===== src/rtl/sort4_sched.sv =====
// Four-operand in-place bubble sorter: one shared comparator walks a fixed
// six-pair compare-swap schedule, one pair per clock, over a bank of operand registers.
module sort4_sched #(
    parameter int WIDTH   = 6,
    parameter bit DESCEND = 1'b0
) (
    input  logic             clk,
    input  logic             rst,
    input  logic             start,
    input  logic [WIDTH-1:0] x0,
    input  logic [WIDTH-1:0] x1,
    input  logic [WIDTH-1:0] x2,
    input  logic [WIDTH-1:0] x3,
    output logic [WIDTH-1:0] s0,
    output logic [WIDTH-1:0] s1,
    output logic [WIDTH-1:0] s2,
    output logic [WIDTH-1:0] s3,
    output logic             busy,
    output logic             done,
    output logic [2:0]       swap_cnt
);

    typedef enum logic [1:0] {
        IDLE,
        CMP,
        DONE
    } state_t;

    state_t           state_q, state_d;
    logic [2:0]       step_q, step_d;
    logic [2:0]       swap_cnt_q, swap_cnt_d;
    logic [WIDTH-1:0] r_q [4];
    logic [WIDTH-1:0] r_d [4];
    logic [3:0]       r_en;

    logic [1:0]       idx_a, idx_b;
    logic [WIDTH-1:0] a_val, b_val;
    logic             do_swap;

    // Pair schedule for the six bubble steps; the last pair is (0,1).
    always_comb begin
        idx_a = 2'd0;
        idx_b = 2'd1;
        case (step_q)
            3'd1: begin idx_a = 2'd1; idx_b = 2'd2; end
            3'd2: begin idx_a = 2'd2; idx_b = 2'd3; end
            3'd4: begin idx_a = 2'd1; idx_b = 2'd2; end
            default: begin idx_a = 2'd0; idx_b = 2'd1; end
        endcase
    end

    // Strict unsigned compare: equal operands never swap, keeping the sort stable.
    always_comb begin
        a_val   = r_q[idx_a];
        b_val   = r_q[idx_b];
        do_swap = DESCEND ? (a_val < b_val) : (a_val > b_val);
    end

    always_comb begin
        state_d    = state_q;
        step_d     = step_q;
        swap_cnt_d = swap_cnt_q;
        r_en       = 4'b0000;
        for (int i = 0; i < 4; i++) begin
            r_d[i] = r_q[i];
        end

        unique case (state_q)
            IDLE, DONE: begin
                if (start) begin
                    r_d[0]     = x0;
                    r_d[1]     = x1;
                    r_d[2]     = x2;
                    r_d[3]     = x3;
                    r_en       = 4'b1111;
                    swap_cnt_d = 3'd0;
                    step_d     = 3'd0;
                    state_d    = CMP;
                end
            end
            CMP: begin
                if (do_swap) begin
                    r_d[idx_a]  = b_val;
                    r_d[idx_b]  = a_val;
                    r_en[idx_a] = 1'b1;
                    r_en[idx_b] = 1'b1;
                    swap_cnt_d  = swap_cnt_q + 3'd1;
                end
                if (step_q == 3'd5) begin
                    state_d = DONE;
                end else begin
                    step_d = step_q + 3'd1;
                end
            end
            default: state_d = IDLE;
        endcase
    end

    always_ff @(posedge clk or posedge rst) begin
        if (rst) begin
            state_q    <= IDLE;
            step_q     <= 3'd0;
            swap_cnt_q <= 3'd0;
            for (int i = 0; i < 4; i++) begin
                r_q[i] <= '0;
            end
        end else begin
            state_q    <= state_d;
            step_q     <= step_d;
            swap_cnt_q <= swap_cnt_d;
            for (int i = 0; i < 4; i++) begin
                if (r_en[i]) begin
                    r_q[i] <= r_d[i];
                end
            end
        end
    end

    assign s0       = r_q[0];
    assign s1       = r_q[1];
    assign s2       = r_q[2];
    assign s3       = r_q[3];
    assign busy     = (state_q == CMP);
    assign done     = (state_q == DONE);
    assign swap_cnt = swap_cnt_q;

endmodule


===== config.mk =====
export PLATFORM = sky130hd
export DESIGN_NAME = sort4_sched
export DESIGN_NICKNAME = d
export VERILOG_FILES = /design/src/rtl/sort4_sched.sv
export SDC_FILE = /design/constraint.sdc
export NUM_CORES = 1
export LEC_CHECK = 0
export CAP_MARGIN = 20
export CELL_PAD_IN_SITES_DETAIL_PLACEMENT = 1
export CELL_PAD_IN_SITES_GLOBAL_PLACEMENT = 2
export CORE_UTILIZATION = 29
export CTS_CLUSTER_SIZE = 14
export DETAILED_ROUTE_END_ITERATION = 10
export HOLD_SLACK_MARGIN = 0.06
export PLACE_DENSITY_LB_ADDON = 0.15
export SYNTH_ARGS = -nofsm -noshare
export SYNTH_HDL_FRONTEND = slang
export SYNTH_SLANG_ARGS = --single-unit

===== constraint.sdc =====
create_clock -name clk -period 3.7 [get_ports clk]
set_input_delay 0.37 -clock clk [delete_from_list [all_inputs] [get_ports clk]]
set_output_delay 0.37 -clock clk [all_outputs]
set_load 0.005 [all_outputs]

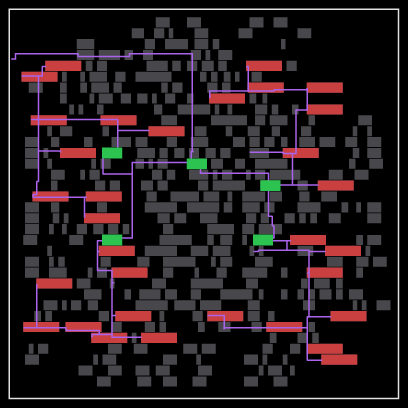
*Clock distribution, run 1*
Scale: 4 px per um.
clock wires: drawn in purple, length 533 um. clock drivers: drawn in green, count 5. flip-flops: drawn in red, count 32.
Position of the flops: all over the die. There are 6 routed clock nets.

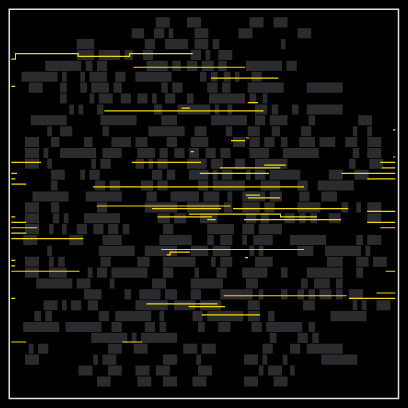
*Metal 3, run 1*
Scale: 4 px per um. Cells faint in the background.
The layer carries 652 um of wire. The layer holds 6.9% of the routed length. The wires run mostly horizontal.

==> git commit body, run 1 <==
Store results of the implementation flow

* Inverter count of the layout excluding clock inverters: 15
- Number of antenna violations at the first check in global routing: 0
- Entering global routing, the biggest net connects 33 pins.
* Average instance area after synthesis: roughly 9.9 sq um
* Synth flops: 32
* Most common flop cell mapped by yosys: sky130_fd_sc_hd__dfrtp_1
- Per the synthesis report, the AND-OR/OR-AND share of the synthesized area is 0.214.
- The number of nets handed over by synthesis was about 310.
* Root Buffer Master: sky130_fd_sc_hd__clkbuf_8
- Delay of the slowest critical-path stage: 550 ps
* Synthesized chip area reported by yosys: approximately 0.0026 sq mm
- Leading cell category by total area: logic gates
- Per the GRT congestion report, total overflow comes to 0.
- Fin cells: ~450
- Worst setup slack after placement: between 15 and 20 ps
- Of the total standard cell area in the layout, the multi-input combinational portion is 0.478.
- Per the detail_route report, routed wire per instance is between 20 and 25 um.
- After detailed placement, the design holds a cell count of 439.
- Synth Seq Share: 0.306
- Total die size: between 0.009 and 0.01 sq mm
- Gate Area: approximately 0.0017 sq mm
- Largest delay share family, worst path: multiplexers
- Clock Sinks: 32
- During synthesis, Yosys emitted a total of 0 warnings.
- GR Util All Layers: 0.202
* Total detailed-routing wirelength: 9510 um
- Dividing the final minimum period by the clock period gives 0.963.
- Measured against its own limit, the worst slew margin works out to 0.259.
- The count of nets left with antenna violations once routing finished came out at 0.
* Timing-limited maximum frequency: 281 MHz
- Reg2reg start: step_q[0]
- Commonest cells after routing, fill and taps aside: sky130_fd_sc_hd__clkdlybuf4s50_1 (55), sky130_fd_sc_hd__nand3_1 (32), sky130_fd_sc_hd__dfrtp_1 (32), sky130_fd_sc_hd__buf_4 (31), sky130_fd_sc_hd__nor2_1 (23)
- The portion of synthesized area spent on multiplexers is 0.135.
* Drt pass-1 iters: 5
- Per the cell usage report, the commonest logic cell in the layout is sky130_fd_sc_hd__clkdlybuf4s50_1.
- In this run the number of H-tree levels came out at 2.
- Combinational gates: ~200
* Max stage delay cell, worst path: sky130_fd_sc_hd__mux4_2
- Max fanout on the critical path was recorded as 6.
- The first routing iteration left ~110 violations.
- After legalization and detailed placement, the total HPWL measured around 7100 um.
- Across the placement rows, the number of tap cells is approximately 110.
* Die boundary height: a little under 100 um
- Layout cells sized above 1: 0.243
- Detailed routing inserted a total of about 2600 vias.
- The via count of the first global-routing pass came to between 2000 and 3000.
- Area grow syn2layout: 38.0%
* Source-to-sink clock delay at the later pin of the worst-skew pair: 290 ps
* Synth cell types: around 50
- The pin closest to its max-slew limit shows a slew of 1110 ps.
- Before any placement, the netlist area is recorded as approximately 0.0026 sq mm.
- After clock tree synthesis, the clock-pin slew on the worst setup and hold paths is ~70 ps.
- Buffers excl. clock: between 80 and 90
* Number of OpenROAD warnings: 33
* Sum Neg Setup Slack: 0 ps
* Number of CTS-inserted buffers: 5
- Nets@finish: 387
- The worst hold path belongs to the class input port to asynchronous set/reset pin.
- The synth_stat.txt file lists the number of cells as between 200 and 300.
- Max-slew check failures listed in the final report amount to 0.
* TritonCTS clock tree: yes
* Result of the run: completed
- Area share of xor/xnor cells in the synthesized design: 0
- Time the final worst path needs with I/O delays and setup: roughly 3600 ps
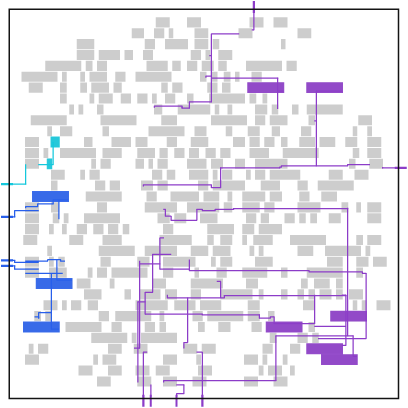
*Nets reached from selected ports, run 1*
Scale: 4 px per um.
swap_cnt: drawn in blue, bits 3, direction output, edge left, end cells 3, buffers 3, wire 90.2 um. start: drawn in cyan, bits 1, direction input, edge left, end cells 2, buffers 1, wire 17.5 um. s2: drawn in purple, bits 6, direction output, edge 4 bottom, 1 right, 1 top, end cells 6, buffers 6, wire 651 um.
Port Buf Inserts: 55
boundary pin count: 56

## run 1: per-layer routing
layer	track usage	share of wire	wire, um
met1	0.305	0.47	4480
met2	0.303	0.45	4330
met3	0.0332	0.069	652
met4	0.0379	0.0057	54
met5	0	0	0
## run 1: flip-flops by register name, summed over array words and instances, names as in the netlist
register / cells
state_q: 2
s3: 6
swap_cnt: 3
s2: 6
s1: 6
s0: 6
step_q: 3
## run 1: how the worst max path moves through the flow
stage | startpoint | endpoint | slack, ps | depth (start not counted)
finish | step_q[0] | s1[4] | 140 | 16
global route | step_q[0] | s1[0] | -9 | 16
CTS | step_q[0] | s3[0] | 8 | 14
detailed placement | step_q[0] | s3[0] | 20 | 13
global placement | step_q[1] | s3[4] | 130 | 14
floorplan | step_q[0] | s1[4] | 1 | 16
## run 1: cells in the mapped netlist, drive strengths merged, types with 3 or more instances
master	count	area (sq um)
nor2b	6	37.5
nand2b	4	40.0
nand2	12	45.0
nand3	32	160
o21ai	7	35.0
a221oi	15	150
dfrtp	32	801
buf	3	26.3
mux2	8	93.8
nor2	24	106
mux4	11	248
o31ai	18	135
inv	14	57.6
a21oi	12	60.1
o211ai	5	37.5
ha	16	200
clkbuf	12	119
a41oi	5	43.8
## run 1: metrics by stage
stage	area (sq um)	hold WS, ps
2_1_floorplan	2640	486
3_3_place_gp	3370	521
3_5_place_dp	3370	531
4_1_cts	3460	504
5_1_grt	3610	554
6_report	3610	480
## run 1: repair_timing
| action | in CTS | in global routing |
|---|---|---|
| endpoints found under the setup margin | 0 | 23 |
| buffers inserted | 0 | 6 |
| hold buffers | 0 | 0 |
| gates resized | 0 | 21 |
==> run 1 -> run 2 <==
--- a/config.mk
+++ b/config.mk
@@ -12,7 +12,7 @@
 export CTS_CLUSTER_SIZE = 14
 export DETAILED_ROUTE_END_ITERATION = 10
 export HOLD_SLACK_MARGIN = 0.06
-export PLACE_DENSITY_LB_ADDON = 0.15
+export PLACE_DENSITY = 0.77
 export SYNTH_ARGS = -nofsm -noshare
 export SYNTH_HDL_FRONTEND = slang
 export SYNTH_SLANG_ARGS = --single-unit
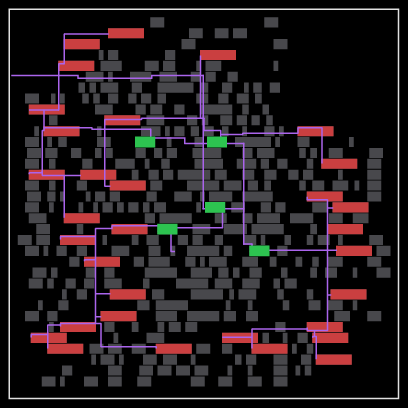
*Clock distribution, run 2*
Scale: 4 px per um.
clock drivers: drawn in green, count 5. clock wires: drawn in purple, length 598 um. flip-flops: drawn in red, count 32.
There are 6 routed clock nets.
worst setup skew after layout: 7.27 ps
source-to-sink clock delay at the later pin of the worst-skew pair: 300 ps

==> run 2 against run 1 <==
Against the previous run:
- count of clock-buffer cells in the layout down 1
- synthesized area unchanged
- synthesized cell count unchanged
- routed wire length down 1.1%
- cell area up 1.2%
- non-clock buffer count up 4
- global-route usage up 0.52 points
- critical path type unchanged
- first-iteration DRC count up 34%
- via count down 0.98%
- final cell count up 0.88%
==> git commit body, run 2 <==
Store results of the implementation flow

* Synth flops: 32 (unchanged)
- Most common cell on crit path: sky130_fd_sc_hd__buf_4
- Synth Seq Share: 0.306 (unchanged)
- Core area: 0.00872 sq mm
* Delay of the slowest critical-path stage: 380 ps (-170 ps)
* Area grow syn2layout: 39.7%
- Total nets after synthesis: 308 (unchanged)
- The synthesized cell area was 0.00261 sq mm (unchanged).
- The cell total in the yosys stat output was 265 (unchanged).
- Setup slack on the worst reg-to-reg path comes out at ~170 ps.
* Nature of the critical path endpoint: flop
- The number of antenna violations at the first check in global routing came to 0 (unchanged).
- The slew at the pin with the worst max-slew slack came to 672 ps (-439 ps).
- Listed in order, past its start point the critical path passes inv_1, ha_1, mux2_4, inv_6, ha_4, buf_4, nor2_8, buf_4, mux4_2, ha_1, nand2b_1, a21oi_4, o31a_2, buf_4, a21oi_1, buf_4, o31ai_1.
- Per the layout report, the design carries roughly 1000 filler cells.
* Average instance area after synthesis: 9.86 sq um (unchanged)
- Layout cells sized above 1: 0.266 (+0.0230)
- The number of pins exceeding their max-slew limit in the final report was 0 (unchanged).
* Gate Area: 0.00173 sq mm (about the same)
- Diodes inserted: 0
- Reg2reg start: step_q[1]
- Vias in the first global route: 2652 (+2.2%)
* Relative slew slack: 0.546 (+0.287)
* GR Util All Layers: 0.207 (+0.00522)
- Synthesis produced approximately 270 cells.
* Top cells, area: sky130_fd_sc_hd__dfrtp_1 (31%), sky130_fd_sc_hd__mux4_2 (9.5%), sky130_fd_sc_hd__ha_1 (7.7%), sky130_fd_sc_hd__nand3_1 (6.1%), sky130_fd_sc_hd__o31ai_1 (5.2%)
- Commonest cells post-synth: sky130_fd_sc_hd__dfrtp_1 (32), sky130_fd_sc_hd__nand3_1 (32), sky130_fd_sc_hd__nor2_1 (23)
- Worst Slack Setup Final: between 150 and 200 ps
- Total die size: 0.00940 sq mm (unchanged)
- The number of clock sinks came to 32 (unchanged).
- Maximum fanout along the worst path: 7 (+1)
- Largest type area fraction: 0.306 (unchanged)
- The synthesis warning total came to 0 (unchanged).
- Tally of nets with antenna violations remaining after routing: 0 (unchanged)
- The final critical delay including setup and external delays is 3530 ps (-30.9 ps).
- The area figure in the yosys stat output is 0.00261 sq mm (unchanged).
* Endpoints failing setup: 0
* FF+latch area: roughly 800 sq um
- The top cell types in the final layout, fill and taps aside, are sky130_fd_sc_hd__clkdlybuf4s50_1 (55), sky130_fd_sc_hd__buf_4 (35), sky130_fd_sc_hd__nand3_1 (32), sky130_fd_sc_hd__dfrtp_1 (32), sky130_fd_sc_hd__nor2_1 (23).
- For this run, the leading register cell type out of synthesis is sky130_fd_sc_hd__dfrtp_1.
- TritonCTS clock tree: yes
- The script parses the final routing iteration and logs DRC violations as 0.
- STA classifies the critical path startpoint as a flop.
* Number of vias per cell: 5.55
* Cell type contributing the most total cell area after synthesis: sky130_fd_sc_hd__dfrtp_1
- Result of the run: completed
- The OpenROAD warning count was 33 (unchanged).
* CP required: between 3000 and 4000 ps
- Number of CTS-inserted buffers: 5 (unchanged)
* Die boundary height: 96.9 um (unchanged)
- The count of port buffers added during placement was 55 (unchanged).
* Root Buffer Master: sky130_fd_sc_hd__clkbuf_8
- In the final report, the number of hold violations comes to 0.
* Synth cell types: 51 (unchanged)
- Via count: 2537 (-0.98%)
- The peak clock frequency supported by timing was 283 MHz (+0.87%).
- Share of synthesized registers carrying an async set or reset: 1.00
* Pre-placement core utilization: 0.300
- Nets@finish: 391 (+1.0%)
* Wire length of the first global-routing pass: 15200 um
* Placer's final routability congestion estimate: between 0.8 and 0.9
- Number of cell rows: 34
- Max H-tree Level: 2 (unchanged)
* Crit Reg-Reg Endpoint: s0[3]
- Post-DP HPWL: 7050 um (-0.85%)
- Drt pass-1 iters: 4 (-1)
- Worst setup slack after placement: -46.0 ps (-62.2 ps)
- WP data arrival: between 3000 and 4000 ps
* CP Class: flop to flop
- Drt first-iter violations: 146 (+34%)
- Reg2Reg Depth: 17
* Pin count of the biggest net entering global routing: 33 (unchanged)
* Worst min-delay path category: input port to asynchronous set/reset pin
* Final clock period utilization by the worst path: 0.955 (-0.00835)
- Per the cell usage report, the commonest logic cell in the layout is sky130_fd_sc_hd__clkdlybuf4s50_1.
* Boundary pin count: 56 (unchanged)
- The number of hold buffers added after cts came to 0 (unchanged).
- The slowest stage of the critical path belongs to the cell sky130_fd_sc_hd__dfrtp_1.
- Total detailed-routing wirelength: 9410 um (-1.1%)
- The final routed wire length divided by cell count came to 20.6 um (-1.9%).
- The post-CTS clock slew at the launch and capture registers of the worst setup and hold paths was 80 ps (about the same).
- Global route total overflow: 0 (unchanged)
* Number of enable flip-flop cells: 0
- Maximum clock insertion buffer count: 2
* Number of violations of the max-capacitance limit: 0
- In this run the horizontal extent of the chip is slightly below 100 um.
## run 2: metal layers
metal,part of all wire,GRT usage,routed length [um],vias to the layer above
li1,-,-,-,1188
met1,0.50,0.311,4720,1283
met2,0.45,0.309,4210,59
met3,0.043,0.0397,402,7
met4,0.0083,0.0402,78,0
met5,0,0,0,-
## run 2: cell families after synthesis
| group | synth area share |
|---|---|
| simple gates | 0.189 |
| compound gates | 0.214 |
| fa+ha+maj | 0.0766 |
| buf+inv | 0.0790 |
| mux | 0.135 |
| flops | 0.306 |
## run 2: final cells by class
type	instances	share of cell area
inverter	15	0.0168
clock buffer	7	0.0236
tap	108	0.0370
sequential	32	0.219
timing repair buffer	91	0.228
clock inverter	1	0.00206
multi-input combinational	203	0.473
## run 2: what timing repair did
action / 4_1_cts / 5_1_grt
setup endpoints to repair: 8 / 26
pin swaps: 1 / 5
gates resized: 1 / 20
buffers inserted: 0 / 11
hold endpoints to repair: 0 / 0
## run 2: worst max path at each step
stage | from | to | depth (start not counted)
final | step_q[1] | s0[3] | 17
after global routing | step_q[1] | s0[5] | 15
after CTS | step_q[0] | s3[2] | 13
after detailed placement | step_q[0] | s3[1] | 13
after global placement | step_q[0] | s3[1] | 13
after floorplan | step_q[0] | s1[4] | 16
## run 2: critical path, delay by kind of cell (launching register included)
kind,cells,cell delay [ps]
compound gates,4,660
simple gates,2,180
buf+inv,6,800
fa+ha+maj,3,730
mux,2,650
flops,1,380
## run 2: metrics by stage
step	area, sq um	cells	hold slack (ps)	TNS (ps)	util
after global placement	3380	438	529	0	0.388
after floorplan	2640	265	486	0	-
final	3650	457	466	0	0.419
after global routing	3650	457	518	-11.0	0.419
after detailed placement	3380	438	539	-259	0.388
after CTS	3480	446	489	0	0.399
==> run 2 -> run 3 <==
--- a/config.mk
+++ b/config.mk
@@ -8,11 +8,12 @@
 export CAP_MARGIN = 20
 export CELL_PAD_IN_SITES_DETAIL_PLACEMENT = 1
 export CELL_PAD_IN_SITES_GLOBAL_PLACEMENT = 2
-export CORE_UTILIZATION = 29
+export CORE_UTILIZATION = 32
 export CTS_CLUSTER_SIZE = 14
 export DETAILED_ROUTE_END_ITERATION = 10
 export HOLD_SLACK_MARGIN = 0.06
-export PLACE_DENSITY = 0.77
+export PLACE_DENSITY = 0.81
+export SLEW_MARGIN = 10
 export SYNTH_ARGS = -nofsm -noshare
 export SYNTH_HDL_FRONTEND = slang
 export SYNTH_SLANG_ARGS = --single-unit
==> constraint.sdc (replaced) <==
create_clock -name clk -period 3.27 [get_ports clk]
set_input_delay 0.327 -clock clk [delete_from_list [all_inputs] [get_ports clk]]
set_output_delay 0.327 -clock clk [all_outputs]
set_load 0.005 [all_outputs]
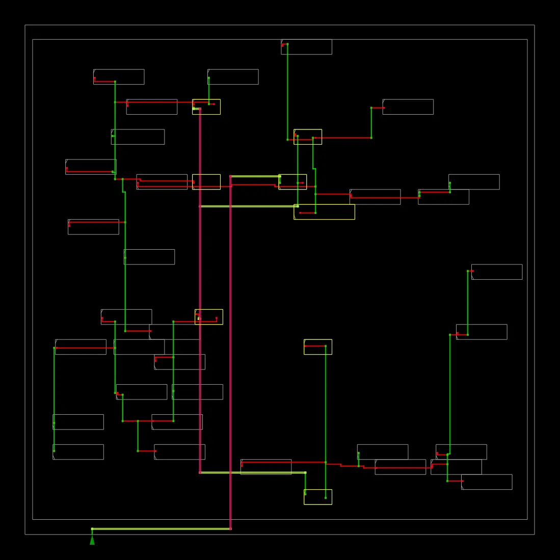
*Clock wiring as the flow saved it, run 3*
clock buf count: 7
number of CTS-inserted buffers: 5
worst setup skew after layout: 8.35 ps

==> run 3 against run 2 <==
Against the previous run:
- the flow now finishes with violations (setup timing)
- first-iteration DRC count up 2.1%
- global-route usage up 4.2 points
- die area down 9.2%
- sequential share of layout area down 3.1 points
- critical path depth unchanged
- fmax down 2.5%
- critical endpoint is now s2[1]
- routed wire length up 17%
- via count up 11%
- worst setup slack worse by 520 ps
==> git commit body, run 3 <==
Store results of the implementation flow

* Number of cell rows: 32 (-5.9%)
* Violations in the final reports: setup timing
* Synth flops: 32 (unchanged)
- Nature of the critical path endpoint: flop
- FF+latch area: 802 sq um (+0.16%)
- The share of the clock period used by the worst path after layout came to 1.11 (+0.153).
* Sequential portion of the cell area: 0.188 (-0.0309)
* Die span in x: 92.4 um (-4.7%)
* Global route total overflow: 0 (unchanged)
- The initial core utilization came to 0.335 (+0.0351).
- Diodes inserted: 0 (unchanged)
- The number of vias per cell came to 5.79 (+4.4%).
* Drt pass-1 iters: 4 (unchanged)
- The via count of the routed design was 2804 (+11%).
* Sum Neg Setup Slack: -6860 ps (-6860 ps)
- CP Class: flop to flop
- DRC violations left: 0 (unchanged)
* Buffering overhead: 0.261 (+0.0329)
- The floorplan core area was 0.00781 sq mm (-10%).
- Routed length per instance: 22.8 um (+11%)
- The non-filler instance count after layout was 484 (+5.9%).
- Reg2Reg Depth: 17 (unchanged)
- The fraction of post-synthesis cell area in the top cell type by area came to 0.306 (unchanged).
* Setup slack, reg-to-reg: -350 ps (-520 ps)
- The share of flip-flops with an asynchronous set or reset is 1.00 (unchanged).
- The wire length of the first global-routing pass is 16000 um (+5.2%).
- WP data arrival: 3830 ps (+120 ps)
- Combinational gates: 203 (unchanged)
- Number of sequential cells in the layout: 32 (unchanged)
- Post-DP HPWL: 7380 um (+4.6%)
* Setup repair after global routing missed its margin: yes
- Result of the run: finished with violations
- The number of distinct library cell variants in the gate-level netlist after synthesis is 51 (unchanged).
- Drt first-iter violations: 149 (+2.1%)
- Per the CTS log, the root buffer master is sky130_fd_sc_hd__clkbuf_8.
- The number of clock sinks was 32 (unchanged).
- Total nets after synthesis: 308 (unchanged)
- Die boundary height: 92.4 um (-4.7%)
* GR Util All Layers: 0.249 (+0.0421)
* Total number of tap cells: 102 (-5.6%)
- The number of levels in the clock H-tree was 2 (unchanged).
- Total die size: 0.00853 sq mm (-9.2%)
- The top-level port count was 56 (unchanged).
- The worst setup path is launched from a flop.
- The combinational share of cell area came to 0.475 (+0.00223).
- Placer's final routability congestion estimate: 0.879 (+1.6%)
* Commonest cells after routing, fill and taps aside: sky130_fd_sc_hd__buf_4 (60), sky130_fd_sc_hd__clkdlybuf4s50_1 (55), sky130_fd_sc_hd__dfrtp_1 (31), sky130_fd_sc_hd__nand3_1 (26), sky130_fd_sc_hd__nor2_1 (23)
* Timing-limited maximum frequency: 276 MHz (-2.5%)
- Tally of nets with antenna violations remaining after routing: 0 (unchanged)
- Time the final worst path needs with I/O delays and setup: 3620 ps (+88.9 ps)
* Endpoints failing setup: 27 (+27)
* Netlist Area Pre-Place: 0.00261 sq mm (unchanged)
- Number of enable flip-flop cells: 0 (unchanged)
* Pin count of the biggest net entering global routing: 33 (unchanged)
- Commonest cells post-synth: sky130_fd_sc_hd__dfrtp_1 (32), sky130_fd_sc_hd__nand3_1 (32), sky130_fd_sc_hd__nor2_1 (23)
* Number of standard cells reported by yosys: 265 (unchanged)
- Sorting the synthesized cells by area gives the leading types as sky130_fd_sc_hd__dfrtp_1 (31%), sky130_fd_sc_hd__mux4_2 (9.5%), sky130_fd_sc_hd__ha_1 (7.7%), sky130_fd_sc_hd__nand3_1 (6.1%), sky130_fd_sc_hd__o31ai_1 (5.2%).
- The portion of the layout cell area used by clock cells was 0.0297 (+0.00399).
* Average instance area after synthesis: 9.86 sq um (unchanged)
- Worst Setup SP: step_q[0]
* Synthesized chip area reported by yosys: 0.00261 sq mm (unchanged)
- The biggest slice of the area belongs to logic gates.
- The wire length after detailed routing was 11000 um (+17%).
- The inverter tally of the final layout excluding the clock network is 15 (unchanged).
* Final Slew Violations: 0 (unchanged)
* Layout fillers: 843 (-16%)
* Actual slew at the worst max-slew pin: 628 ps (-43.4 ps)
* Source-to-sink clock delay at the later pin of the worst-skew pair: 310 ps (about the same)
- Synthesis Warnings: 0 (unchanged)
* Number of violations of the max-capacitance limit: 0 (unchanged)
- CTS Hold Buffers Added: 0 (unchanged)
- Finished layout cell area: 0.00426 sq mm (+17%)
- From synthesis to final layout, the design area changed by 62.8%.
- Dpl cells: 455 (+3.9%)
- The number of antenna violations at the first check in global routing was 0 (unchanged).
* Critical path capture point: s2[1]
* Synth Seq Share: 0.306 (unchanged)
* Reg2reg start: step_q[0]
- In the synthesized netlist the dominant register cell turns out to be sky130_fd_sc_hd__dfrtp_1.
- The via count of the first global-routing pass was 2944 (+11%).
- Final hold vios: 0 (unchanged)
* Buffers excl. clock: 124 (+36%)
- Synthesized instance count: 265 (unchanged)
- The fraction of final layout cells sized beyond drive strength 1 is 0.411 (+0.145).
* CP required: 3480 ps (-400 ps)
* Crit Reg-Reg Endpoint: s2[1]
- The worst slew slack as a fraction of its limit is 0.580 (+0.0337).
- The final-stage net count came to 424 (+8.4%).
- The tightest hold margin was 435 ps (-30.9 ps).
* Port Buf Inserts: 55 (unchanged)
- Among logic cells in the layout, the one with the most instances is sky130_fd_sc_hd__buf_4.
- Maximum fanout along the worst path: 5 (-2)
- The OpenROAD warning count was 36 (+9.1%).
- According to the hold report, the worst path is of the input port to asynchronous set/reset pin type.
- Per the synthesis report, the dominant area consumer among library cells is sky130_fd_sc_hd__dfrtp_1.
- The area taken by multi-input logic gates was 0.00202 sq mm (+17%).
- The post-CTS clock slew at the launch and capture registers of the worst setup and hold paths was 80 ps (about the same).
- Fraction of the core area covered by cells at the end of the flow: 0.545 (+0.126)
- Area after DPL: 0.00361 sq mm (+6.8%)
* Worst Slack Setup Final: -353 ps (-519 ps)
- The deepest clock path buffer count is 2 (unchanged).
- The pre-CTS setup slack came to -311 ps (-265 ps).
* TritonCTS clock tree: yes
run 3: cell families after synthesis:
group,share of synthesized area
AND/OR/NAND/NOR,0.189
AND-OR/OR-AND,0.214
flip-flops,0.306
buffers and inverters,0.0790
multiplexers,0.135
adder cells (fa/ha/maj),0.0766
run 3: routing by layer:
layer	vias up	global-route usage	part of all wire
met3	14	0.0509	0.062
met2	107	0.410	0.50
met1	1428	0.323	0.42
met4	0	0.0898	0.017
met5	-	0	0
li1	1255	-	-
run 3: worst max-delay path, stage by stage, from the launching register on:
cell,delay [ps]
sky130_fd_sc_hd__dfrtp_2,450
sky130_fd_sc_hd__inv_4,100
sky130_fd_sc_hd__ha_4,140
sky130_fd_sc_hd__mux2_4,170
sky130_fd_sc_hd__clkinv_4,60
sky130_fd_sc_hd__buf_4,130
sky130_fd_sc_hd__buf_4,160
sky130_fd_sc_hd__nor2_8,140
sky130_fd_sc_hd__mux4_2,540
sky130_fd_sc_hd__ha_1,310
sky130_fd_sc_hd__nand4_1,210
sky130_fd_sc_hd__a21oi_4,80
sky130_fd_sc_hd__buf_4,150
sky130_fd_sc_hd__buf_4,130
sky130_fd_sc_hd__o311ai_4,320
sky130_fd_sc_hd__buf_4,210
sky130_fd_sc_hd__nand3_1,120
sky130_fd_sc_hd__o31ai_2,100
run 3: timing repair:
action,4_1_cts,5_1_grt
pin swaps,7,20
buffers inserted,5,16
resized,22,46
endpoints found under the setup margin,27,27
